registers.png
Scale: 4 px per um. Other sequential cells in the stronger gray, the rest of the logic in the fainter gray.
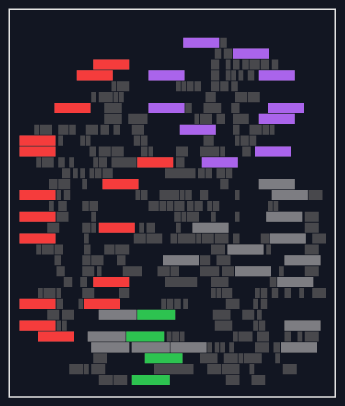
drive_strength.png
Scale: 4 px per um.
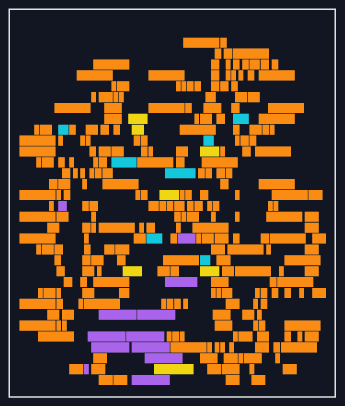
File: src/rtl/calc_pkg.sv
// Shared calculator definitions: key codes, scanner state encoding and
// the row/column to key-code lookup used by the keypad scanner.
package calc_pkg;

    localparam logic [3:0] TECLA_A   = 4'hA;
    localparam logic [3:0] TECLA_B   = 4'hB;
    localparam logic [3:0] TECLA_C   = 4'hC;
    localparam logic [3:0] TECLA_D   = 4'hD;
    localparam logic [3:0] TECLA_AST = 4'hE;
    localparam logic [3:0] TECLA_NUM = 4'hF;

    typedef enum logic [1:0] {
        SCAN     = 2'd0,
        DEBOUNCE = 2'd1,
        EMIT     = 2'd2,
        HOLD     = 2'd3
    } estado_t;

    // Physical keypad layout: row r, column c -> key code.
    function automatic logic [3:0] tecla_codigo(input logic [1:0] fila, input logic [1:0] col);
        logic [3:0] codigo;
        case ({fila, col})
            4'd0:    codigo = 4'h1;
            4'd1:    codigo = 4'h2;
            4'd2:    codigo = 4'h3;
            4'd3:    codigo = TECLA_A;
            4'd4:    codigo = 4'h4;
            4'd5:    codigo = 4'h5;
            4'd6:    codigo = 4'h6;
            4'd7:    codigo = TECLA_B;
            4'd8:    codigo = 4'h7;
            4'd9:    codigo = 4'h8;
            4'd10:   codigo = 4'h9;
            4'd11:   codigo = TECLA_C;
            4'd12:   codigo = TECLA_AST;
            4'd13:   codigo = 4'h0;
            4'd14:   codigo = TECLA_NUM;
            default: codigo = TECLA_D;
        endcase
        return codigo;
    endfunction

    // Lowest-index active-low row; with several keys down the lowest row wins.
    function automatic logic [1:0] fila_baja(input logic [3:0] fs);
        logic [1:0] fila;
        if (!fs[0])      fila = 2'd0;
        else if (!fs[1]) fila = 2'd1;
        else if (!fs[2]) fila = 2'd2;
        else             fila = 2'd3;
        return fila;
    endfunction

endpackage

File: src/rtl/teclado_escaner_if.sv
// Key event bus from the keypad scanner to the calculator control logic.
// Semantics: numero_en / operacion_en are single-cycle, mutually exclusive
// strobes with no back-pressure (the consumer must accept in that cycle);
// nuevo_numero is valid in the strobe cycle and held until the next event;
// tecla_activa is a level that stays high until the key release is accepted.
interface teclado_escaner_if;
    logic [3:0] nuevo_numero;
    logic       numero_en;
    logic       operacion_en;
    logic       tecla_activa;

    modport master (output nuevo_numero, output numero_en, output operacion_en, output tecla_activa);
    modport slave  (input  nuevo_numero, input  numero_en, input  operacion_en, input  tecla_activa);
endinterface

File: src/rtl/teclado_escaner_sincronizador.sv
// Parameterized-width two-flop synchronizer with a caller-supplied reset value.
module sincronizador #(
    parameter int ANCHO = 4
) (
    input  logic             clk,
    input  logic             reset,
    input  logic [ANCHO-1:0] valor_reset,
    input  logic [ANCHO-1:0] d,
    output logic [ANCHO-1:0] q
);
    logic [ANCHO-1:0] etapa1;

    // Two back-to-back flops to resolve metastability on the async input.
    always_ff @(posedge clk or posedge reset) begin
        if (reset) begin
            etapa1 <= valor_reset;
            q      <= valor_reset;
        end else begin
            etapa1 <= d;
            q      <= etapa1;
        end
    end
endmodule

File: src/rtl/teclado_escaner.sv
// 4x4 matrix keypad scanner: column scan, press/release debounce and
// one registered single-cycle event per accepted key press.
module teclado_escaner
    import calc_pkg::*;
#(
    parameter int SCAN_DIV     = 1000,
    parameter int DEBOUNCE_CYC = 50000
) (
    input  logic               clk,
    input  logic               reset,
    input  logic [3:0]         filas,
    output logic [3:0]         columnas,
    teclado_escaner_if.master  evt,
    output estado_t            estado
);
    localparam int DIV_W = $clog2(SCAN_DIV);
    localparam int DEB_W = $clog2(DEBOUNCE_CYC + 1);
    localparam logic [DIV_W-1:0] DIV_ULT = DIV_W'(SCAN_DIV - 1);
    localparam logic [DIV_W-1:0] DIV_UNO = DIV_W'(1);
    localparam logic [DEB_W-1:0] DEB_ULT = DEB_W'(DEBOUNCE_CYC - 1);
    localparam logic [DEB_W-1:0] DEB_MAX = DEB_W'(DEBOUNCE_CYC);
    localparam logic [DEB_W-1:0] DEB_UNO = DEB_W'(1);

    logic [3:0]       fs;
    estado_t          estado_q, estado_sig;
    logic [1:0]       col, col_sig;
    logic [1:0]       fila, fila_sig;
    logic [DIV_W-1:0] div_cnt, div_sig;
    logic [DEB_W-1:0] deb_cnt, deb_sig;
    logic [3:0]       codigo;
    logic             numero_sig, operacion_sig, activa_sig;

    sincronizador #(.ANCHO(4)) u_sinc_filas (
        .clk         (clk),
        .reset       (reset),
        .valor_reset (4'b1111),
        .d           (filas),
        .q           (fs)
    );

    assign estado = estado_q;

    // State register together with the column index, latched row and counters.
    always_ff @(posedge clk or posedge reset) begin
        if (reset) begin
            estado_q <= SCAN;
            col      <= 2'd0;
            fila     <= 2'd0;
            div_cnt  <= '0;
            deb_cnt  <= '0;
        end else begin
            estado_q <= estado_sig;
            col      <= col_sig;
            fila     <= fila_sig;
            div_cnt  <= div_sig;
            deb_cnt  <= deb_sig;
        end
    end

    // Next state: scan dwell, press debounce, single emit cycle, release debounce.
    always_comb begin
        estado_sig = estado_q;
        col_sig    = col;
        fila_sig   = fila;
        div_sig    = div_cnt;
        deb_sig    = deb_cnt;
        case (estado_q)
            SCAN: begin
                if (div_cnt == DIV_ULT) begin
                    div_sig = '0;
                    if (fs != 4'b1111) begin
                        fila_sig   = fila_baja(fs);
                        deb_sig    = '0;
                        estado_sig = DEBOUNCE;
                    end else begin
                        col_sig = col + 2'd1;
                    end
                end else begin
                    div_sig = div_cnt + DIV_UNO;
                end
            end
            DEBOUNCE: begin
                if (fs[fila]) begin
                    // Bounce: give up on this key and move on to the next column.
                    estado_sig = SCAN;
                    col_sig    = col + 2'd1;
                    div_sig    = '0;
                    deb_sig    = '0;
                end else begin
                    if (deb_cnt != DEB_MAX) deb_sig = deb_cnt + DEB_UNO;
                    if (deb_cnt == DEB_ULT) estado_sig = EMIT;
                end
            end
            EMIT: begin
                estado_sig = HOLD;
                deb_sig    = '0;
            end
            default: begin
                // HOLD: wait for DEBOUNCE_CYC consecutive cycles with no row low.
                if (fs != 4'b1111) begin
                    deb_sig = '0;
                end else if (deb_cnt == DEB_ULT) begin
                    estado_sig = SCAN;
                    col_sig    = col + 2'd1;
                    div_sig    = '0;
                    deb_sig    = '0;
                end else if (deb_cnt != DEB_MAX) begin
                    deb_sig = deb_cnt + DEB_UNO;
                end
            end
        endcase
    end

    // Output decode: column drive and next values of the registered event outputs.
    always_comb begin
        columnas      = ~(4'b0001 << col);
        codigo        = tecla_codigo(fila, col);
        numero_sig    = (estado_sig == EMIT) && (codigo <= 4'd9);
        operacion_sig = (estado_sig == EMIT) && (codigo > 4'd9);
        activa_sig    = (estado_sig == EMIT) || (estado_sig == HOLD);
    end

    // Registered event outputs so strobes are glitch-free and exactly one cycle wide.
    always_ff @(posedge clk or posedge reset) begin
        if (reset) begin
            evt.nuevo_numero <= 4'd0;
            evt.numero_en    <= 1'b0;
            evt.operacion_en <= 1'b0;
            evt.tecla_activa <= 1'b0;
        end else begin
            if (estado_sig == EMIT) evt.nuevo_numero <= codigo;
            evt.numero_en    <= numero_sig;
            evt.operacion_en <= operacion_sig;
            evt.tecla_activa <= activa_sig;
        end
    end
endmodule

File: src/flat_wrapper.sv
// flat-port wrapper written by rule: the top's interface ports become plain ports
module teclado_escaner_flat import calc_pkg::*;
#(
    parameter int SCAN_DIV     = 1000,
    parameter int DEBOUNCE_CYC = 50000
)
  (clk, reset, filas, columnas, estado, evt_nuevo_numero, evt_numero_en, evt_operacion_en, evt_tecla_activa);
  teclado_escaner_if evt_i ();
  input  logic clk;
  input  logic reset;
  input  logic [3:0] filas;
  output logic [3:0] columnas;
  output estado_t estado;
  output wire logic [$bits(evt_i.nuevo_numero)-1:0] evt_nuevo_numero;
  output wire logic [$bits(evt_i.numero_en)-1:0] evt_numero_en;
  output wire logic [$bits(evt_i.operacion_en)-1:0] evt_operacion_en;
  output wire logic [$bits(evt_i.tecla_activa)-1:0] evt_tecla_activa;
  assign evt_nuevo_numero = evt_i.nuevo_numero;
  assign evt_numero_en = evt_i.numero_en;
  assign evt_operacion_en = evt_i.operacion_en;
  assign evt_tecla_activa = evt_i.tecla_activa;
  teclado_escaner #(.SCAN_DIV(SCAN_DIV), .DEBOUNCE_CYC(DEBOUNCE_CYC)) u_core (.clk(clk), .reset(reset), .filas(filas), .columnas(columnas), .evt(evt_i), .estado(estado));
endmodule
File: config.mk
export PLATFORM = sky130hd
export DESIGN_NAME = teclado_escaner_flat
export DESIGN_NICKNAME = d
export VERILOG_FILES = /design/src/rtl/calc_pkg.sv /design/src/rtl/teclado_escaner_if.sv /design/src/rtl/teclado_escaner_sincronizador.sv /design/src/rtl/teclado_escaner.sv /design/src/flat_wrapper.sv
export SDC_FILE = /design/constraint.sdc
export NUM_CORES = 1
export LEC_CHECK = 0
export CAP_MARGIN = 20
export CORE_ASPECT_RATIO = 1.2
export CORE_MARGIN = 2
export CORE_UTILIZATION = 35
export DETAILED_ROUTE_END_ITERATION = 12
export GPL_TIMING_DRIVEN = 0
export PLACE_DENSITY_LB_ADDON = 0.1
export SLEW_MARGIN = 20
export SYNTH_ARGS = -nofsm -noshare
export SYNTH_HDL_FRONTEND = slang
export SYNTH_SLANG_ARGS = --single-unit
File: constraint.sdc
create_clock -name clk -period 4.6 [get_ports clk]
set_input_delay 0.92 -clock clk [delete_from_list [all_inputs] [get_ports clk]]
set_output_delay 0.92 -clock clk [all_outputs]
set_load 0.005 [all_outputs]
==> writeup.txt <==
The flow ran to the end, and the final reports show no timing, DRC or antenna violations. The run gives 5.16 mm as the final routed wirelength across all metal layers. The main area contributors are sky130_fd_sc_hd__dfrtp_1, sky130_fd_sc_hd__dfstp_2, sky130_fd_sc_hd__ha_1, sky130_fd_sc_hd__nor2_1, sky130_fd_sc_hd__o21ai_0. For the number of clock sinks, the log shows 47. The initial antenna violation count is 0.

Per the finish-stage timing summary, setup violations number 0. The buffers plus inverters on the worst setup path works out to 3. Main logic family after synthesis: simple AND/OR/NAND/NOR gates. The global routing stage identified its most utilized layer as met2.

The clock network takes up 3.18% of total cell area after layout. Max fanout on the critical path was recorded as 8. TritonCTS built the clock tree. The run gives 25.3% as the global routing usage on met2.

At floorplan, the net count of the design was reported as 275. The start point of the worst hold path was u_core.u_sinc_filas.etapa1[3]$_DFF_PP1_. The sequential cell count is 47, and the area growth from synthesis to layout is 16.4%. The worst setup path is launched from a flip-flop.

The worst slew margin relative to its limit was 45.9%. In the CTS report, the clock slew at the register clock pins of the worst setup and hold paths is listed as 0.09 ns. The tightest hold path in the finished design has a slack of 0.361 ns. Summed over the clock group, the power is 0.261 mW. The worst register-to-register path has a depth of 6. In this run the power spent charging and discharging nets is 0.165 mW. Fraction of met1 tracks used by global routing: 18.3%. The post-detailed-route count of antenna-violating nets was 0.

Per the timing report, the most critical flop-to-flop path originates at u_core.div_cnt[3]$_DFFE_PP0P_. The routed design shows a via density per instance of 5.17. Setup repair after global routing left no endpoint under its margin. The detailed placer reported the number of placed instances as 366. Among the stages of the critical path, the cell type that occurs most often is sky130_fd_sc_hd__inv_1. Counting pins that exceed their max-slew limit in the final report gives 0. On the critical path, the stage with the largest delay is an instance of sky130_fd_sc_hd__dfrtp_1. The fraction of the mapped netlist area in compound gates came out at 14.2%. The tools report the tap cell count as 87. The synthesis-stage register bit count was 47; the logic depth of the worst setup path including buffers was 4. The filler cell count is 671, and the power share of the combinational group is 2.5%. Global routing used 14.5% of the available tracks across all layers. The highest layer touched by signal routing is met4. Counting instances in the post-synthesis netlist gives the leading cell types as sky130_fd_sc_hd__dfrtp_1, sky130_fd_sc_hd__nor2_1, sky130_fd_sc_hd__nand2_1, sky130_fd_sc_hd__o21ai_0, sky130_fd_sc_hd__inv_1. The report gives the cell count of the worst hold path as 0.

In the routed design, unresolved DRC markers number 0. Total number of multi-input combinational cells: 192. For the flop-to-flop setup slack, the log shows 2.15 ns. In this run the clock root is driven by a sky130_fd_sc_hd__clkbuf_8. STA classifies the critical path endpoint as a primary output. The register bank with the most flops is u_core.deb_cnt.

Total power draw: 0.700 mW. In the final report, the number of hold violations comes to 0. Buffers inserted during clock tree synthesis total 5. The floorplan has 33 rows. After layout, the buffer instance count without clock buffers stands at 24. In this run the critical path is formed by inv_1 -> ha_1 -> inv_1 -> clkdlybuf4s50_1. The clock network accounts for 37.3% of the total power. Adding up every negative setup slack in the final design gives 0 ns. The number of levels the H-tree was split into was 2; the total power per unit cell area was 241 nW/um^2. The run gives 3.70% for the fraction of synthesized area in multiplexers. The synthesized netlist contains 48 unique library cells. Looking at the area split, the leading class of cells is multi-input combinational cells.

First-pass GRT wire length: 8.78 mm. The critical path in the final layout is reported with a setup slack of 1.90 ns. In this run the full chip footprint comes out at 7840 um^2. The overall via count from detail_route is 1934. The register with the most flip-flops in the layout has 16 of them.

Once the clock tree was built, the setup fixing pass inserted 0 buffers. Static timing analysis puts the maximum clock frequency at 0.371 GHz. The sequential area share after synthesis came out at 47.4%. The detailed router put a total of 2.39 mm of wire on met1.

The first TritonRoute pass finished after 4 iterations. Counting every instance in the synthesized netlist gives 260. The tools report the logic area as 1230 um^2. With the switching power share of the total at 23.6%, the netlist area before placement is 2500 um^2. At the pin with the least slew margin, the transition time is 0.805 ns.

The internal power of the cells totals 0.535 mW. The fraction of final layout cells with drive strength greater than 1 works out to 9.06%. At the later pin of the worst-skew pair, clock insertion delay measures 0.30 ns. In this run the VDD rail shows a maximum IR drop of 119 uV. The synthesized area divided by synthesized cell count came out at 9.61 um^2.

The largest registers in the layout are u_core.deb_cnt x16, u_core.div_cnt x10. The number of buffers inserted for hold repair after clock tree synthesis is 0. After legalization and detailed placement, the total HPWL measured 3.76 mm. The tools report the capture point of the critical path as columnas[0]. Across the whole layout, multi-input logic makes up 42.3% of the cell area.

With the number of warnings reported in the yosys synthesis log at 0, the die outline height is 96.6 um. Per the synthesis report, the XOR/XNOR share of the synthesized area is 4.90%. The library cell occupying the most area in the post-synthesis netlist was sky130_fd_sc_hd__dfrtp_1. With the number of antenna cells inserted at 0, the non-clock buffering overhead in the final layout is 7.91%. The chip area line in the Yosys stat output reads 2500 um^2.

The ratio of final minimum period to clock period was 58.6%. Most frequent logic cell in the layout: sky130_fd_sc_hd__dfrtp_1. In the final layout, excluding clock inverters the inverter count is 16. The largest single stage delay on the critical path is 0.52 ns.

Hold analysis lists the worst path endpoint as u_core.u_sinc_filas.q[3]$_DFF_PP1_. The most frequently used library cell after synthesis is sky130_fd_sc_hd__dfrtp_1. Before CTS, the worst setup slack after placement is 2.20 ns. With the proportion of register bits with asynchronous set or reset after synthesis at 100%, the count of flip-flops with a built-in enable after synthesis is 0. Per the cell usage report, the commonest logic cells after layout are sky130_fd_sc_hd__dfrtp_1, sky130_fd_sc_hd__nor2_1, sky130_fd_sc_hd__nand2_1, sky130_fd_sc_hd__o21ai_0, sky130_fd_sc_hd__clkdlybuf4s50_1. The data required time of the worst path is 3.68 ns, and the number of OpenROAD warnings is 32. In the final design database the tool counted 301 nets. Summed over all cells, the static leakage comes to 1.26 nW.
About registers.png:
[green] u_core.u_sinc_filas.q | sequential cells: 4 | where: bottom center
[purple] u_core.div_cnt | sequential cells: 10
[red] u_core.deb_cnt | sequential cells: 16
not colored: 17
Post-Route Utilization: 42.2%
total area of sequential cells: 1190 um^2
power in sequential cells: 0.422 mW
sequential fraction of total cell area: 40.8%

About drive_strength.png:
[cyan] drive 3 to 4 | cells: 7 | share: 2.4%
[purple] drive 2 | cells: 12 | share: 4.2%
[orange] drive 1 or less | cells: 261 | share: 91%
[yellow] drive 6 and up | cells: 7 | share: 2.4%

Power figures rest on the tool's default switching activity, not on a simulated workload.
